### Placed standard cells, run 1

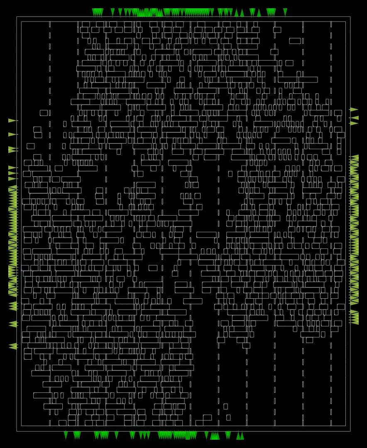
### Wire density map, run 1

The die is cut into 16 by 20 equal tiles; black is low, pale yellow is high, scaled to the fullest tile. Values are wire area over tile area, all layers added.
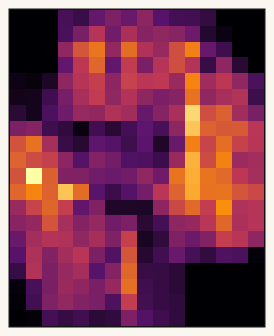
### Selected gate families, run 1

Scale bar: 50 um.
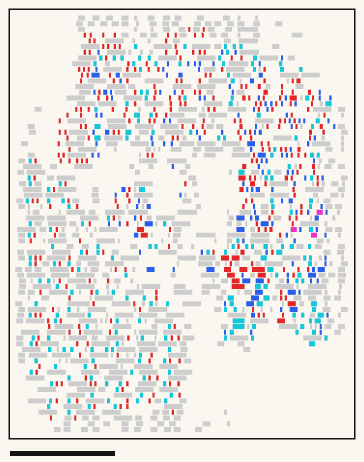
<file path="src/rtl/mem_ctrl_pkg.sv">
// mem_ctrl_pkg: shared types and constants for the byte-serial memory port controller
package mem_ctrl_pkg;
  typedef enum logic [2:0] {IDLE, RD, RWAIT, WR, DONE} mem_state_e;
  typedef enum logic {PORT_IF, PORT_D} mem_port_e;
  localparam int BEATS = 4;
  localparam mem_port_e RESET_LAST_GRANT = PORT_D;
endpackage

</file>
<file path="src/rtl/mem_rr_arbiter.sv">
// mem_rr_arbiter: 2-way round-robin, one-hot grant (bit 0 fetch, bit 1 data)
module mem_rr_arbiter
  import mem_ctrl_pkg::*;
(
  input  logic [1:0] req,
  input  mem_port_e  last,
  output logic [1:0] gnt
);
  always_comb begin
    gnt[0] = req[0] && (!req[1] || last == PORT_D);
    gnt[1] = req[1] && !gnt[0];
  end
endmodule

</file>
<file path="src/rtl/mem_port_ctrl.sv">
// mem_port_ctrl: shares one byte-wide RAM between fetch and load/store ports,
// running each 32-bit access as four little-endian byte beats.
module mem_port_ctrl
  import mem_ctrl_pkg::*;
#(
  parameter int ADDR_W = 32
) (
  input  logic              clk,
  input  logic              rst_n,
  input  logic              if_req,
  input  logic [ADDR_W-1:0] if_addr,
  output logic [31:0]       if_rdata,
  output logic              if_done,
  input  logic              d_req,
  input  logic              d_we,
  input  logic [ADDR_W-1:0] d_addr,
  input  logic [31:0]       d_wdata,
  input  logic [3:0]        d_be,
  output logic [31:0]       d_rdata,
  output logic              d_done,
  output logic [ADDR_W-1:0] mem_addr,
  output logic              mem_re,
  output logic              mem_we,
  output logic [7:0]        mem_wdata,
  input  logic [7:0]        mem_rdata,
  output logic              busy
);
  mem_state_e state, state_nx;
  mem_port_e port, last;
  logic [1:0] beat, gnt;
  logic [ADDR_W-1:0] base;
  logic [31:0] wdata;
  logic [3:0] be;
  logic [23:0] rbuf;
  logic last_beat, beating;
  mem_rr_arbiter u_arb (
    .req ({d_req, if_req}),
    .last(last),
    .gnt (gnt)
  );
  assign last_beat = beat == 2'(BEATS - 1);
  assign beating = state == RD || state == WR;
  always_comb begin
    state_nx = state;
    unique case (state)
      IDLE:    state_nx = |gnt ? ((gnt[1] && d_we) ? WR : RD) : IDLE;
      RD:      state_nx = last_beat ? RWAIT : RD;
      RWAIT:   state_nx = DONE;
      WR:      state_nx = last_beat ? DONE : WR;
      DONE:    state_nx = IDLE;
      default: state_nx = IDLE;
    endcase
  end
  // rbuf shifts every RD cycle; after four shifts it holds bytes 0..2, byte 3 arrives in RWAIT
  always_ff @(posedge clk or negedge rst_n) begin
    if (!rst_n) begin
      state    <= IDLE;
      port     <= PORT_IF;
      last     <= RESET_LAST_GRANT;
      beat     <= '0;
      base     <= '0;
      wdata    <= '0;
      be       <= '0;
      rbuf     <= '0;
      if_rdata <= '0;
      d_rdata  <= '0;
    end else begin
      state <= state_nx;
      beat  <= beating ? beat + 2'd1 : 2'd0;
      if (state == IDLE && |gnt) begin
        port  <= gnt[1] ? PORT_D : PORT_IF;
        base  <= gnt[1] ? d_addr : if_addr;
        wdata <= d_wdata;
        be    <= d_be;
      end
      if (state == RD) rbuf <= {mem_rdata, rbuf[23:8]};
      if (state == RWAIT && port == PORT_IF) if_rdata <= {mem_rdata, rbuf};
      if (state == RWAIT && port == PORT_D) d_rdata <= {mem_rdata, rbuf};
      if (state == DONE) last <= port;
    end
  end
  assign mem_addr  = beating ? base + ADDR_W'(beat) : '0;
  assign mem_re    = state == RD;
  assign mem_we    = state == WR && be[beat];
  assign mem_wdata = state == WR ? wdata[8*beat +: 8] : 8'h00;
  assign if_done   = state == DONE && port == PORT_IF;
  assign d_done    = state == DONE && port == PORT_D;
  assign busy      = state != IDLE;
endmodule

</file>
<file path="config.mk">
export PLATFORM = sky130hd
export DESIGN_NAME = mem_port_ctrl
export DESIGN_NICKNAME = d
export VERILOG_FILES = /design/src/rtl/mem_ctrl_pkg.sv /design/src/rtl/mem_rr_arbiter.sv /design/src/rtl/mem_port_ctrl.sv
export SDC_FILE = /design/constraint.sdc
export NUM_CORES = 1
export LEC_CHECK = 0
export ABC_AREA = 1
export CAP_MARGIN = 40
export CELL_PAD_IN_SITES_DETAIL_PLACEMENT = 1
export CELL_PAD_IN_SITES_GLOBAL_PLACEMENT = 2
export CORE_ASPECT_RATIO = 1.25
export CORE_MARGIN = 2
export CORE_UTILIZATION = 24
export CTS_CLUSTER_SIZE = 10
export DETAILED_ROUTE_END_ITERATION = 10
export GPL_TIMING_DRIVEN = 0
export PLACE_DENSITY = 0.83
export SKIP_LAST_GASP = 1
export SYNTH_ARGS = -nofsm -noshare
export SYNTH_HDL_FRONTEND = slang
export SYNTH_SLANG_ARGS = --single-unit
</file>
<file path="constraint.sdc">
create_clock -name clk -period 2.3 [get_ports clk]
set_input_delay 0.69 -clock clk [delete_from_list [all_inputs] [get_ports clk]]
set_output_delay 0.69 -clock clk [all_outputs]
set_load 0.01 [all_outputs]
</file>
==> notes.md, run 1 <==
Flow results are below.

- The final reports fail on negative setup slack.
- The clock-pin slew of the registers on the worst-case setup and hold paths is 0.08 ns, for reference.
- The height of the die is 203.7 um, for reference.
- The count of final setup violators is 40, for reference.
- Per the CTS log, the root buffer master is sky130_fd_sc_hd__clkbuf_16.
- Of the total power, the share spent switching nets is 0.4268.
- Per the synthesis report, the number of distinct cell types is 26.
- In this run, synthesis inferred 0 flip-flops with an integrated enable.
- After filler insertion, the fill cell instance count of the layout stands at 3841.
- The maximum clock path buffer count is 2, for reference.
- The startpoint-to-endpoint class of the critical path is flip-flop to output port, for reference.
- The clock network consumes a total of 3.11 mW.
- The number of H-tree branching levels is 4, for reference.
- For this run, the leading register cell type out of synthesis is sky130_fd_sc_hd__dfrtp_1.
- The finished cells cover 0.01171 sq mm.
- From synthesis to final layout, the design area changed by 52.95%.
- The I/O pin count is 222, for reference.
- In this run the tool buffered the top-level ports with 221 buffer cells.
- The layout report lists the combined flip-flop and latch area as 0.004090 sq mm.
- The power report attributes to the combinational group a share of 0.476.
- The family with the most delay on the worst path is adder cells, for reference.
- The floorplan step defined a die boundary enclosing 0.03336 sq mm.
- The fraction of synthesis flops using an asynchronous set or reset pin is 1.000, for reference.
- The critical path depth is 11, for reference.
- Yosys reports that the most numerous cell types are 310 x sky130_fd_sc_hd__nand2_1, 162 x sky130_fd_sc_hd__dfrtp_1, 147 x sky130_fd_sc_hd__nor2_1, 105 x sky130_fd_sc_hd__o21ai_1, 70 x sky130_fd_sc_hd__inv_1.
- For the final database, setup skew stands at 0.01666 ns.
- The total of max-cap violations is 0, for reference.
- The post-detailed-route DRC marker count is 0, for reference.
- The final standard cell utilization of the core is 0.3707, for reference.
- The first detailed-routing pass ran for 4 iterations.
- The analysis attributes to cell leakage a power of 5.351 nW.
- Counting tap cells, the placed design contains a total of 1622 instances.
- Final hold analysis gives a worst-case slack of 0.1994 ns.
- TritonCTS built the clock tree.
- The flow reports power dissipated in combinational cells as 7.54 mW.
- The peak supply drop is 530.0 uV, for reference.
- Per the timing report, the most critical flop-to-flop path originates at last.
- The routed wire length per instance is 18.07 um, for reference.
- Endpoints failing hold in the final report were tallied at 0.
- The number of nets handed over by synthesis was 1105.
- The number of clock-tree buffers in the layout is 17, for reference.
- The post-cts gate resize count is 262, for reference.
- There are 163 flip-flops and latches.
- The number of OpenROAD warnings is 30, for reference.
- The worst stage delay on the critical path is 0.44 ns, for reference.
- The worst register-to-register path ends at base[23].
- Per STA, the worst path is made up of ha_4 > fa_2 > nand2_4 > nor2_4 > buf_4 > nand2_4 > nor2_4 > nand2_1 > nand2_1 > a21oi_2 > buf_2.
- Per the area breakdown, the dominant cell category is flip-flops and latches.
- In this build the clock could be raised as far as 0.3349 GHz.
- The horizontal die dimension is 163.8 um, for reference.
- Along the worst path, the maximum fanout reaches 5.
- The final worst-path cycle share is 1.298, for reference.
- The number of hold-repair buffers added at the cts stage is 0, for reference.
- Subtracting the final worst setup slack from the clock period gives 2.986 ns.
- The buffers inserted during post-CTS setup optimization is 25, for reference.
- The skew report gives the latency at the later pin of the worst-skew pair as 0.45 ns.
- The cell area that synthesis handed to floorplanning was 0.007659 sq mm.
- In the floorplan report the effective utilization is 0.2423.
- The first-pass GRT wire length is 47110 um, for reference.
- The layout report lists the clock-cell share of area as 0.05576.
- The worst setup path is captured at an output port.
- The synthesized area per cell is 7.752 sq um, for reference.
- The startpoint of the most critical setup path is beat[0], for reference.
- The group drawing the most power is combinational cells, for reference.
- Looking at area per cell type in the netlist, the leader is sky130_fd_sc_hd__dfrtp_1.
- The logic area is 0.003413 sq mm, for reference.
- The total overflow left after global routing is 0.
- The via-per-instance ratio is 4.534, for reference.
- The switching component of the power was reported as 6.754 mW.
- For flop-to-flop paths, the worst setup slack is 0.54 ns.
- The final layout reports a setup TNS of -18.51 ns.
- The final layout net count is 1385, for reference.
- Tap insertion was completed with 412 tapcells.
- In the final report, the number of pins over their slew limit comes to 0.
- The number of global-route vias before repair is 8369, for reference.
- For this run, the chip area from Yosys synthesis comes to 0.007659 sq mm.
- Once routing completed, OpenROAD measured the worst setup slack at -0.6858 ns.
- The number of buffers and inverters on the critical path is 2, for reference.
- The flow ran to the end, but the final reports show violations.
- The required arrival time at the worst endpoint is 1.61 ns, for reference.
- The headroom to the max-slew limit is 0.5387, for reference.
- The plain and repair buffers instantiated in the layout total 305.
- The pre-CTS setup check shows a worst slack of -0.8726 ns.
- The cell area after placement is 0.01043 sq mm, for reference.
- The ratio of cells with drive above 1 in the final layout is 0.1866, for reference.
- After synthesis, the cell types taking the most area are sky130_fd_sc_hd__dfrtp_1 53%, sky130_fd_sc_hd__nand2_1 15%, sky130_fd_sc_hd__nor2_1 7.2%.
- The design internal power is 9.072 mW, for reference.
- The library cell with the highest instance count after synthesis is sky130_fd_sc_hd__nand2_1, for reference.
- Clock tree synthesis inserted a total of 17 buffers.
- The power consumption is 15.83 mW, for reference.
## Picture notes: 'Placed standard cells'
core area: 0.03160 sq mm
placement row count: 73
Final Non-Filler Cells: 1693

## Picture notes: 'Wire density map'
The mean over all tiles is 0.15. 20% of the tiles are over half the peak. The emptiest ninth of the die: south-east. The densest ninth of the die: east.
count of vias placed by the detailed router: 7676
routed wire length: 30600 um

## Picture notes: 'Selected gate families'
Key: blue = NOR gates [cells 158, most used nor2_1]; magenta = XOR/XNOR gates [cells 3, most used xor2_1]; cyan = inverting AOI/OAI gates [cells 206, most used o21ai_1, where spread over the die]; red = NAND gates [cells 331, most used nand2_1, where spread over the die]
most frequently placed logic cell in the final layout: sky130_fd_sc_hd__nand2_1
share of the final layout cell area in multi-input gates: 0.2914

-- run 1: flip-flops by register name, indices dropped and copies added (netlist names) --
name,count
rbuf,24
base,32
state,3
be,4
beat,2
port,1
last,1
if_rdata,32
d_rdata,32
wdata,32
-- run 1: routing by layer --
metal	vias to the layer above	track usage	wire [um]
li1	3701	-	-
met1	3751	0.2107	12200
met2	184	0.3343	15880
met3	36	0.04861	1841
met4	4	0.05921	659
met5	-	0	21
-- run 1: kinds of logic after synthesis --
logic type | Yosys count | synth area share
fa+ha+maj | 4 | 0.007516
simple gates | 489 | 0.2509
compound gates | 206 | 0.1385
buf+inv | 123 | 0.06682
xor+xnor | 3 | 0.003431
flops | 163 | 0.5328
## Run 2: what changed since run 1
CORE_MARGIN = not set   (was 2)
### Wire density map, run 2

The die is cut into 16 by 20 equal tiles; black is low, pale yellow is high, scaled to the fullest tile. Values are wire area over tile area, all layers added.
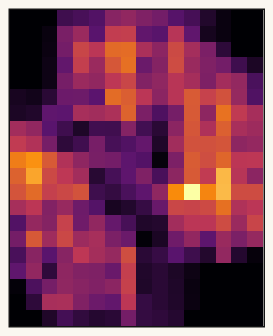
13% of the tiles are nearly empty. The emptiest ninth of the die: south-east. 20% of the tiles are over half the peak. The mean over all tiles is 0.15. The densest ninth of the die: east.
count of vias placed by the detailed router: 7653
global router's overall resource usage: 0.1908
wire per inst: 18.02 um
routed wire length: 30430 um

### Placed standard cells, run 2

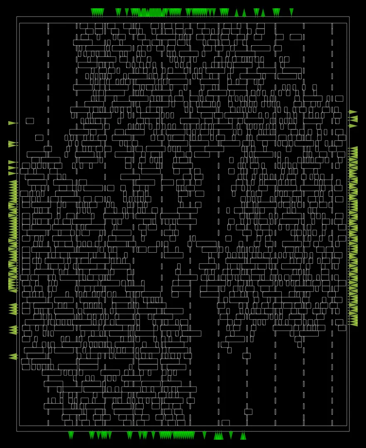
placement row count: 72
Final Non-Filler Cells: 1689
total number of sequential cells: 163
number of tap instances: 407
filler instances: 3812

==> notes.md, run 2 <==
Flow results are below.

- The run finished, with violations left.
- The checks that failed: negative setup slack.
- The instance count after placement with tap cells included came to 1617 (-0.31%).
- The combinational group power was 7.50 mW (-0.5%).
- For reference, the critical path is launched at beat[0].
- The number of hold-repair buffers added at the cts stage is 0 (unchanged), for reference.
- The routed length on met2 is 15500 um (-2.3%), for reference.
- Walking the worst path, the cells encountered are ha_4 > fa_2 > nand2_4 > nor2_4 > nand2_4 > buf_6 > nor2_4 > nand3_2 > nand2_2 > nor2_2 > buf_2.
- The largest total area in the synthesized netlist belongs to sky130_fd_sc_hd__dfrtp_1.
- Per the timing report, the most critical flop-to-flop path originates at state[2].
- The proportion of total power due to net switching is 0.4261 (-0.0006839), for reference.
- The routed length on met1 is 12320 um (+0.97%).
- The post-cts gate resize count is 274 (+4.6%), for reference.
- The number of global-route vias before repair came to 8353 (-0.19%).
- The count of final setup violators is 40 (unchanged).
- The final worst-path cycle share is 1.267 (-0.03076), for reference.
- The number of OpenROAD warnings was 28 (-6.7%).
- The design internal power is 8.866 mW (-2.3%), for reference.
- The setup slack of the most critical reg-to-reg path is 0.53 ns (about the same).
- The total negative slack for setup checks is -18.56 ns (-0.04430 ns), for reference.
- The height of the die is 201.7 um (-0.98%).
- The logic area came to 0.003410 sq mm (-0.11%).
- By area the synthesized netlist is led by sky130_fd_sc_hd__dfrtp_1 53%, sky130_fd_sc_hd__nand2_1 15%, sky130_fd_sc_hd__nor2_1 7.2%.
- The ratio of cells with drive above 1 in the final layout came to 0.1884 (+0.001855).
- The highest achievable clock rate was 0.3431 GHz (+2.4%).
- The headroom to the max-slew limit is 0.5260 (-0.01268).
- The power consumption is 15.45 mW (-2.4%).
- The placeable core region is 0.03117 sq mm (-1.4%), for reference.
- The max-slew violation count was 0 (unchanged).
- The full die area is 0.03263 sq mm (-2.2%), for reference.
- The post-detailed-route DRC marker count is 0 (unchanged), for reference.
- The post-layout worst setup margin came to -0.6150 ns (+0.07075 ns).
- The core utilization before placement is 0.2457 (+0.003366), for reference.
- The amount of wire on met3 after detailed routing came to 1784 um (-3.1%).
- The number of CTS-inserted buffers was 17 (unchanged).
- The footprint of the flip-flops and latches was 0.004086 sq mm (about the same).
- The post-route cell area came to 0.01158 sq mm (-1.1%).
- The fraction of met1 tracks used by global routing came to 0.2209 (+0.01022).
- The synthesized netlist net count is 1105 (unchanged), for reference.
### Clock distribution, run 2

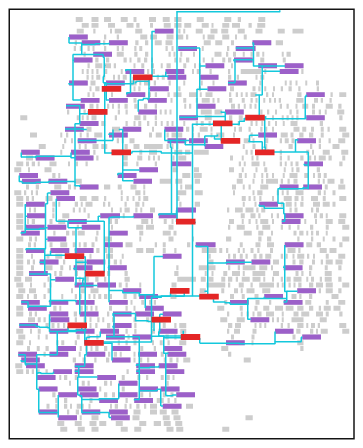
Key: purple = flip-flops [count 163]; cyan = clock wires [length 2410 um]; red = cells driving clock nets [count 17]
There are 18 routed clock nets.
clock latency on the worst-skew pair: 0.44 ns
worst clock skew on the final layout: 0.01424 ns
Clock net power: 2.74 mW
Clk pwr share: 0.178

## run 2: cell counts after synthesis
No cell type changed its count.
## run 2: kinds of logic after synthesis
family                   after synthesis  synth area share
AND/OR/NAND/NOR                      489            0.2509
AND-OR/OR-AND                        206            0.1385
flip-flops                           163            0.5328
buffers and inverters                123           0.06682
adder cells (fa/ha/maj)                4          0.007516
XOR/XNOR                               3          0.003431
## run 2: worst min-delay path by stage
stage              start   endpoint  cells after the start
2_1_floorplan      rst_n    base[0]                      0
3_3_place_gp   wdata[11]  wdata[11]                      2
3_5_place_dp   wdata[30]  wdata[30]                      2
4_1_cts            rst_n   base[30]                      1
5_1_grt            rst_n   base[20]                      1
6_report           rst_n   base[30]                      1
Power and IR drop assume default switching activity.
